### M4 wires

Drawn at 1 px/um.
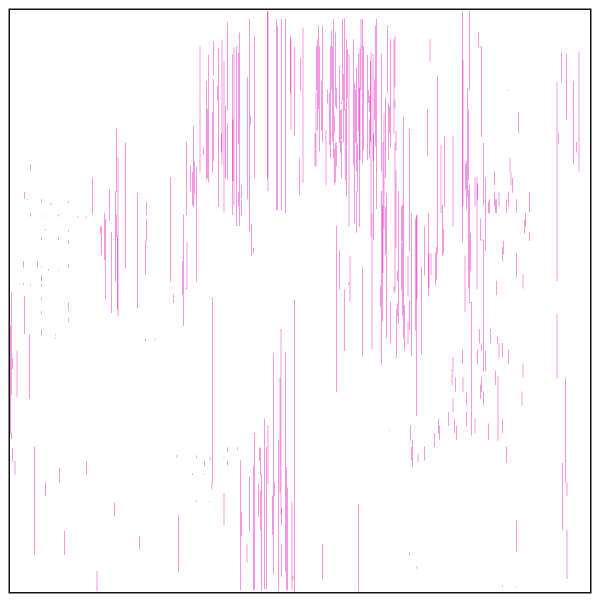
### Routed metal, one colour a layer

Drawn at 1 px/um. Only two layers are drawn.
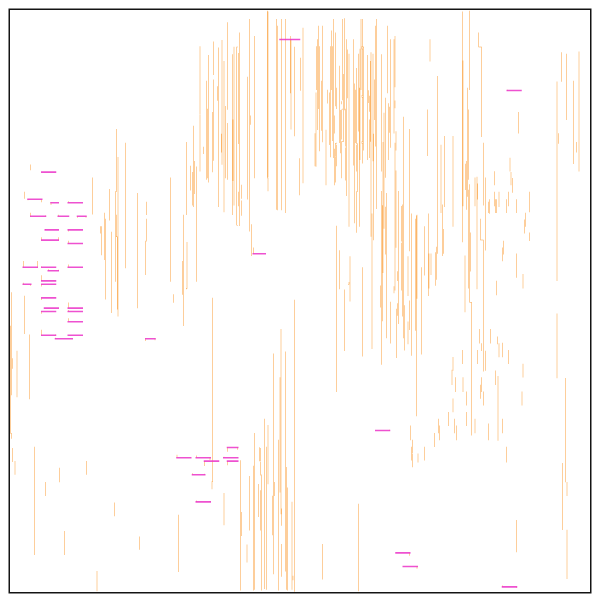
### Ports around the boundary

Drawn at 0.5 px/um. Pins as bars across the die edge, other pins in grey.
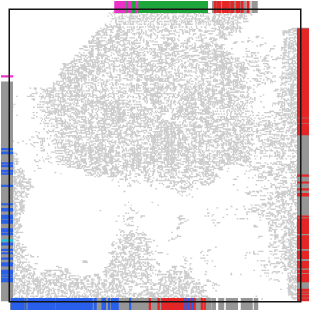
### Clock wiring as the flow saved it

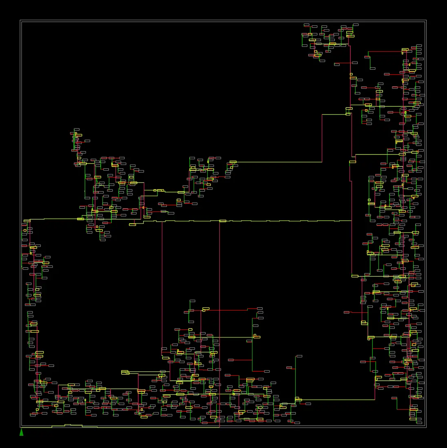
$ cat src/rtl/mskaes_host_pkg.sv
// Shared types, LFSR constants and share (de)interleaving helpers for the
// masked AES host driver.
package mskaes_host_pkg;

    typedef enum logic [1:0] {IDLE, LOAD, RUN, OUT} state_t;

    localparam int LFSR_W = 128;
    // x^128 + x^7 + x^2 + x + 1: feedback from bits 127, 6, 1, 0
    localparam logic [LFSR_W-1:0] LFSR_TAPS    = 128'h8000_0000_0000_0000_0000_0000_0000_0043;
    localparam logic [LFSR_W-1:0] SEED_DEFAULT = 128'h1;

    function automatic logic [2*LFSR_W-1:0] interleave(input logic [LFSR_W-1:0] s0,
                                                       input logic [LFSR_W-1:0] s1);
        logic [2*LFSR_W-1:0] r;
        r = '0;
        for (int i = 0; i < LFSR_W; i++) begin
            r[2*i]   = s0[i];
            r[2*i+1] = s1[i];
        end
        return r;
    endfunction

    function automatic logic [LFSR_W-1:0] deinterleave_xor(input logic [2*LFSR_W-1:0] sh);
        logic [LFSR_W-1:0] r;
        r = '0;
        for (int i = 0; i < LFSR_W; i++) begin
            r[i] = sh[2*i] ^ sh[2*i+1];
        end
        return r;
    endfunction

endpackage

$ cat src/rtl/mskaes_lfsr_prng.sv
// 128-bit Fibonacci LFSR unrolled OUT_W steps per enabled cycle; out is the
// sequence of feedback bits produced from the current state, bit 0 first.
module mskaes_lfsr_prng
    import mskaes_host_pkg::*;
#(
    parameter int OUT_W = 692
) (
    input  logic              clk,
    input  logic              nrst,
    input  logic              en,
    input  logic              load,
    input  logic [LFSR_W-1:0] seed,
    output logic [OUT_W-1:0]  out
);

    logic [LFSR_W-1:0] state;
    logic [LFSR_W-1:0] state_nxt;

    always_comb begin
        logic [LFSR_W-1:0] s;
        s   = state;
        out = '0;
        for (int k = 0; k < OUT_W; k++) begin
            out[k] = ^(s & LFSR_TAPS);
            s      = {s[LFSR_W-2:0], out[k]};
        end
        state_nxt = s;
    end

    // An all-zero seed would lock the LFSR, so it is replaced by the default.
    always_ff @(posedge clk) begin
        if (!nrst) begin
            state <= SEED_DEFAULT;
        end else if (load) begin
            state <= (seed == '0) ? SEED_DEFAULT : seed;
        end else if (en) begin
            state <= state_nxt;
        end
    end

endmodule

$ cat src/rtl/mskaes_host_driver.sv
// Host-side driver for the masked AES-128 core: masks plaintext/key into
// interleaved 2-share buses, feeds fresh randomness, and unmasks the result.
module mskaes_host_driver
    import mskaes_host_pkg::*;
#(
    parameter int RZ_W    = 160,
    parameter int RB_W    = 20,
    parameter int TIMEOUT = 255,
    parameter int CNT_W   = 8
) (
    input  logic            clk,
    input  logic            nrst,
    input  logic            seed_valid,
    input  logic [127:0]    seed,
    input  logic            in_valid,
    output logic            in_ready,
    input  logic [127:0]    plaintext,
    input  logic [127:0]    key,
    output logic            out_valid,
    input  logic            out_ready,
    output logic [127:0]    ciphertext,
    output logic            timeout_err,
    output logic            busy,
    output logic            core_valid_in,
    input  logic            core_ready,
    input  logic            core_cipher_valid,
    output logic [255:0]    core_sh_plaintext,
    output logic [255:0]    core_sh_key,
    input  logic [255:0]    core_sh_ciphertext,
    output logic [RZ_W-1:0] core_rnd_z,
    output logic [RB_W-1:0] core_rnd_b
);

    localparam int OUT_W = 512 + RZ_W + RB_W;
    localparam logic [CNT_W-1:0] TO_LAST = CNT_W'(TIMEOUT - 1);

    state_t           state;
    logic             seeded;
    logic [CNT_W-1:0] cnt;
    logic [255:0]     sh_pt;
    logic [255:0]     sh_key;
    logic [127:0]     ct_q;
    logic             to_q;
    logic [OUT_W-1:0] prng_out;
    logic [127:0]     mask_pt;
    logic [127:0]     mask_key;
    logic             accept;
    logic             rnd_on;
    logic             unused_prng;

    mskaes_lfsr_prng #(.OUT_W(OUT_W)) u_prng (
        .clk  (clk),
        .nrst (nrst),
        .en   (seeded),
        .load (seed_valid && (state == IDLE)),
        .seed (seed),
        .out  (prng_out)
    );

    assign mask_pt     = prng_out[127:0];
    assign mask_key    = prng_out[255:128];
    assign unused_prng = ^prng_out[OUT_W-1:256+RZ_W+RB_W];

    // Handshakes: a transfer happens on a rising clk edge where valid and ready
    // are both high; valid never waits on ready, and data holds while valid.
    assign in_ready = (state == IDLE) && seeded && !seed_valid;
    assign accept   = in_valid && in_ready;

    always_ff @(posedge clk) begin
        if (!nrst) begin
            state  <= IDLE;
            seeded <= 1'b0;
            cnt    <= '0;
            sh_pt  <= '0;
            sh_key <= '0;
            ct_q   <= '0;
            to_q   <= 1'b0;
        end else begin
            case (state)
                IDLE: begin
                    if (seed_valid) begin
                        seeded <= 1'b1;
                    end else if (accept) begin
                        sh_pt  <= interleave(plaintext ^ mask_pt, mask_pt);
                        sh_key <= interleave(key ^ mask_key, mask_key);
                        to_q   <= 1'b0;
                        state  <= LOAD;
                    end
                end
                LOAD: begin
                    // Core fetches this cycle; drop shares so nothing lingers.
                    if (core_ready) begin
                        cnt    <= '0;
                        sh_pt  <= '0;
                        sh_key <= '0;
                        state  <= RUN;
                    end
                end
                RUN: begin
                    cnt <= cnt + 1'b1;
                    if (core_cipher_valid) begin
                        ct_q  <= deinterleave_xor(core_sh_ciphertext);
                        state <= OUT;
                    end else if (cnt == TO_LAST) begin
                        to_q  <= 1'b1;
                        state <= IDLE;
                    end
                end
                OUT: begin
                    if (out_ready) begin
                        state <= IDLE;
                    end
                end
                default: state <= IDLE;
            endcase
        end
    end

    assign rnd_on            = (state == LOAD) || (state == RUN);
    assign busy              = (state != IDLE);
    assign core_valid_in     = (state == LOAD);
    assign out_valid         = (state == OUT);
    assign ciphertext        = ct_q;
    assign timeout_err       = to_q;
    assign core_sh_plaintext = sh_pt;
    assign core_sh_key       = sh_key;
    assign core_rnd_z        = rnd_on ? prng_out[256 +: RZ_W] : '0;
    assign core_rnd_b        = rnd_on ? prng_out[256+RZ_W +: RB_W] : '0;

endmodule
$ cat config.mk
export PLATFORM = sky130hd
export DESIGN_NAME = mskaes_host_driver
export DESIGN_NICKNAME = d
export VERILOG_FILES = /design/src/rtl/mskaes_host_pkg.sv /design/src/rtl/mskaes_lfsr_prng.sv /design/src/rtl/mskaes_host_driver.sv
export SDC_FILE = /design/constraint.sdc
export NUM_CORES = 2
export LEC_CHECK = 0
export ABC_CLOCK_PERIOD_IN_PS = 37600
export CAP_MARGIN = 20
export CORE_AREA = 2 2 578 580
export CTS_CLUSTER_SIZE = 20
export DETAILED_ROUTE_END_ITERATION = 8
export DIE_AREA = 0 0 580 582
export HOLD_SLACK_MARGIN = 0.05
export SLEW_MARGIN = 15
export SYNTH_ARGS = -nofsm -noshare
export SYNTH_HDL_FRONTEND = slang
export SYNTH_HIERARCHICAL = 1
export SYNTH_SLANG_ARGS = --single-unit
$ cat constraint.sdc
create_clock -name clk -period 37.6 [get_ports clk]
set_input_delay 3.76 -clock clk [delete_from_list [all_inputs] [get_ports clk]]
set_output_delay 3.76 -clock clk [all_outputs]
set_load 0.01 [all_outputs]
==> notes.md <==
Flow results.

- The final cell count without fillers is 14170.
- The clock latency reported for the late side of the worst-skew pair is 0.88 ns.
- The critical path buffer and inverter count is 19.
- The arrival time at the worst endpoint is 37.71 ns.
- Using the TritonRoute via totals, the vias-per-cell ratio works out to 4.629.
- The TritonCTS clock tree is yes.
- The met2 wirelength from detailed routing is 203900 um.
- For met2 alone, demand over resource in global routing was 41.27%.
- The report gives the cell count of the worst hold path as 2.
- Global routing consumed, on the met1 layer, 32.85% of the routing resources.
- In this run the most used layer during global routing was met2.
- The longest clock path from root to sink contains 4 buffers.
- The post-synthesis instance area is 0.07915 sq mm.
- STA lists the startpoint of the worst hold path as core_sh_plaintext[239]$_SDFFE_PN0P_.
- The global-route track usage on met3 is 7.326%.
- The number of setup buffers added after CTS is 6.
- OpenROAD reports that the post-layout worst path occupies 98.55% of the period.
- For the worst reg-to-reg path, the startpoint reported by OpenROAD is u_prng/state[127]$_SDFFE_PN0P_.
- The setup TNS is 0 ns.
- The mean instance size in the synthesized netlist is 10.84 sq um.
- In the final report, the number of pins over their slew limit comes to 0.
- The net total in the final layout is 10300.
- Before placement the cells fill 23.85% of the core.
- The post-route utilization of the core is recorded as 33.87%.
- The delay of the slowest critical-path stage is 0.57 ns.
- The global routing usage summed across all routing layers is 25.90%.
- The tool warning count for the run is 66.
- The cell area after placement is 0.1062 sq mm.
- The number of endpoints failing setup at the final stage is 0.
- The overall die size recorded for this design is 0.3376 sq mm.
- The flow ran to the end, and the final reports show no timing, DRC or antenna violations.
- Counting every net in the synthesized netlist gives 7958.
- Subtracting the final worst setup slack from the clock period gives 37.06 ns.
- The number of global-route vias before repair was 63300.
- Of the cells placed in the final design, the portion with a size suffix greater than 1 is 20.39%.
- The measured slew at the worst slew-check pin is 1.329 ns.
- Endpoints failing hold in the final report were tallied at 0.
- The global route stage reports its total congestion overflow as 0.
- The core region is 0.3318 sq mm.
## Picture notes: 'M4 wires'
longest straight run	292 um
main direction	vertical
wire length on this layer	22.2 mm
nets with wire on the layer	322
share of all routed wire	4.9%

## Picture notes: 'Routed metal, one colour a layer'
colour	layer	wire length
orange	metal 4	22.2 mm
magenta	metal 5	563 um
DRT Wirelength: 456200 um
DR WL/cell: 32.20 um

## Picture notes: 'Ports around the boundary'
colour	port	pins	direction	edge
magenta	`core_rnd_b`	20	output	19 top, 1 left
green	`core_rnd_z`	160	output	top
blue	`ciphertext`	128	output	95 bottom, 33 left
cyan	`out_valid`	1	output	left
red	`core_sh_key`	256	output	172 right, 52 bottom, 32 top
all pins by edge	472 bottom, 400 right, 322 left, 278 top
Die Height: 582 um
number of port buffers: 1471
DIE WIDTH: 580 um

## Picture notes: 'Clock wiring as the flow saved it'
count of clock-net buffers in the final layout: 150
Flops: 780
Max Clock Skew: 0.1085 ns

## final cells by class
| type | count | area, sq um | share of cell area, % |
|---|---|---|---|
| repair buffers | 2612 | 23550 | 20.96 |
| flip-flops and latches | 780 | 15620 | 13.90 |
| clock inverters | 33 | 508.0 | 0.4520 |
| diodes | 57 | 142.6 | 0.1269 |
| clock buffers | 150 | 3015 | 2.683 |
| multi-input cells | 6017 | 63550 | 56.55 |
| inverters | 132 | 500.5 | 0.4454 |
| well taps | 4387 | 5489 | 4.885 |
## worst max path at each step
stage / to / slack, ns / start / cells past startpoint
detailed placement: u_prng/state[4]$_SDFFE_PN0P_ / -0.61 / u_prng/state[124]$_SDFFE_PN0P_ / 106
global placement: u_prng/state[1]$_SDFFE_PN0P_ / -0.66 / u_prng/state[124]$_SDFFE_PN0P_ / 108
CTS: u_prng/state[4]$_SDFFE_PN0P_ / 0.008 / u_prng/state[125]$_SDFFE_PN0P_ / 115
finish: u_prng/state[3]$_SDFFE_PN0P_ / 0.54 / u_prng/state[127]$_SDFFE_PN0P_ / 107
floorplan: u_prng/state[0]$_SDFFE_PN1P_ / 0.003 / u_prng/state[1]$_SDFFE_PN0P_ / 107
global route: u_prng/state[3]$_SDFFE_PN0P_ / -0.16 / u_prng/state[127]$_SDFFE_PN0P_ / 109
## worst min-delay path, cell delays in order, from the launching register on
cell and delay [ns]:
sky130_fd_sc_hd__dfxtp_1 0.30, sky130_fd_sc_hd__nand2_1 0.05, sky130_fd_sc_hd__o21ai_1 0.05
## through the flow
step | worst slack (ns)
final | 0.5438
after global routing | -0.1642
after CTS | 0.008228
after detailed placement | -0.6124
after global placement | -0.6641
after floorplan | 0.003102
